**Gate families picked out**

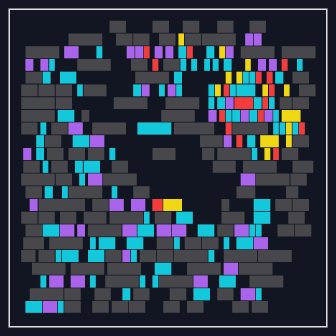
**Cell classes on the final placement**

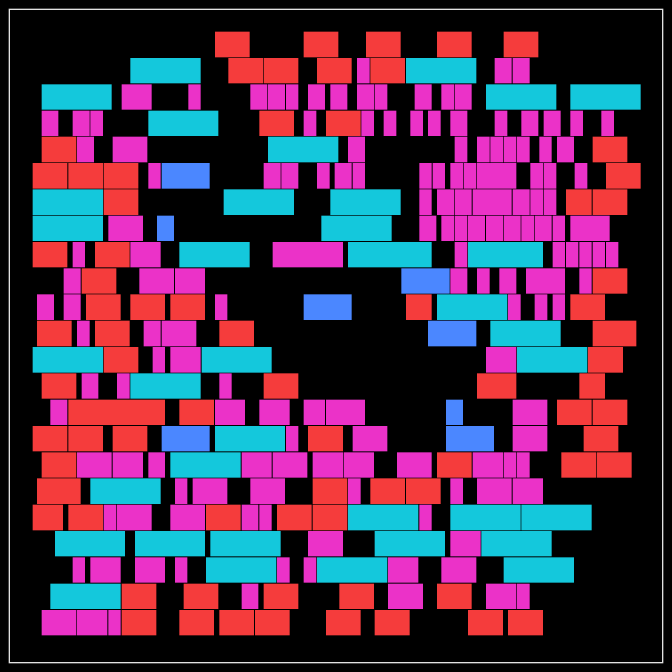
Design pio_cmd_sequencer, sky130hd; sources not shown.
==> run notes <==
Status
• outcome: completed

Timing
• count of pins over their slew limit: 0
• transition at the pin with the smallest max-transition slack: 0.7906 ns

Floorplanning
• vertical die dimension: 67.49 um

Detailed routing
• Post-DRT Antenna Nets: 0
• detailed-route wire length per cell: 14.20 um
• number of violations reported at the end of detailed-routing iteration 0: 60
• vias after detailed routing: 1613

Cells and area
• number of flip-flops under the largest register name: 25
• diodes inserted: 0
• post-synthesis to final-layout area growth: 49.45%

Synthesis
• share of Yosys cell area claimed by the top area cell type: 42.57%
• Synth Warn #: 0

Worst setup path
• critical path buffer and inverter count: 2
• startpoint-to-endpoint class of the critical path: register to register
• type of element capturing the critical path: register
• number of cells on the critical path: 7
• delay-heaviest family, CP: simple AND/OR/NAND/NOR gates

Placed design
• placed wire-length estimate after detailed placement: 2849 um
• number of port buffers: 69

Power and ir drop
• total power consumption of the routed design: 1.865 mW
• power density of the placed cells: 737.3 nW/um^2
• clock power share: 33.0%
• switching power share of the total: 26.05%

Job
• count of warning messages emitted by the tools: 25

Hold path
• Hold WC Path Type: input pin to register

Global routing
• aggregate global-route resource usage: 21.56%

CTS
• CTS tree: yes

About 'gate families picked out':
purple -> inverting AOI/OAI gates  # cells 41, where all over the die
yellow -> NOR gates  # cells 14, where north-east
red -> inverters  # cells 17
cyan -> NAND gates  # cells 81, where all over the die
combinational fraction of the cell area: 32.39%
commonest non-fill, non-tap cell in the layout: clkdlybuf4s50_1

About 'cell classes on the final placement':
red -> other buffers and delay cells  # cells 74, share of their area 31%
cyan -> flip-flops  # cells 36, share of their area 29%
blue -> clock drivers and dummy loads  # cells 8, share of their area 3.8%
magenta -> all other logic  # cells 153, share of their area 36%
fraction of area in registers: 28.68%
Post-Layout Inst Area: 2530 sq um

[logic make-up after synthesis]
kind of cell / synth area share [%]
compound gates: 16.33
buf+inv: 10.79
flops: 42.57
simple gates: 30.30
[layout by cell type, fill, tap and decap left out, types with 6 or more instances in the layout]
cell type,netlist,layout
clkdlybuf4s50_1,0,66
nand2_1,43,43
dfxtp_1,36,34
nand3_2,19,19
a21oi_2,19,19
nand3_1,17,17
a21oi_1,16,16
inv_1,15,14
nor2_1,11,11
o21ai_0,6,6
clkbuf_8,0,6
[repair_timing]
| action | 4_1_cts | 5_1_grt |
|---|---|---|
| pin swaps | 2 | 0 |
| cloned | 2 | 0 |
| resized | 9 | 6 |
| setup endpoints to repair | 31 | 15 |
| setup buffers | 4 | 0 |
| hold buffers | 0 | 0 |
[power by group through the flow]
stage                     combinational [mW]  clock, mW  sequential [mW]
final                                  0.359      0.615            0.891
after global routing                   0.386      0.674            0.894
after CTS                              0.359      0.634            0.892
after detailed placement               0.330          0            0.911
after global placement                 0.317          0            0.909
after floorplan                        0.121          0            0.922
[per-stage QoR]
stage	setup TNS, ns	setup WS, ns	hold WS (ns)	utilization (%)
finish	0	0.1195	0.3111	64.17
global route	0	0.03813	0.3141	64.17
CTS	0	0.006210	0.3083	63.85
detailed placement	-28.96	-1.040	0.3566	59.63
global placement	-31.81	-1.018	0.3478	58.93
floorplan	-1.546	-0.1447	0.09772	-
[per-layer routing]
layer,up-vias,share of wire [%],GRT usage [%]
met5,-,0,0
met4,0,1.3,7.143
met3,9,6.5,6.833
met2,53,50,38.24
met1,756,42,24.25
li1,795,-,-
[cell type report]
type	instances	area, sq um
clock buffers	6	82.58
clock inverters	2	10.01
fillers	361	1413
inverters	16	67.56
multi-input cells	136	819.5
flip-flops and latches	36	725.7
well taps	50	62.56
repair buffers	74	755.7
repair inverters	1	6.256
Power figures rest on the tool's default switching activity, not on a simulated workload.
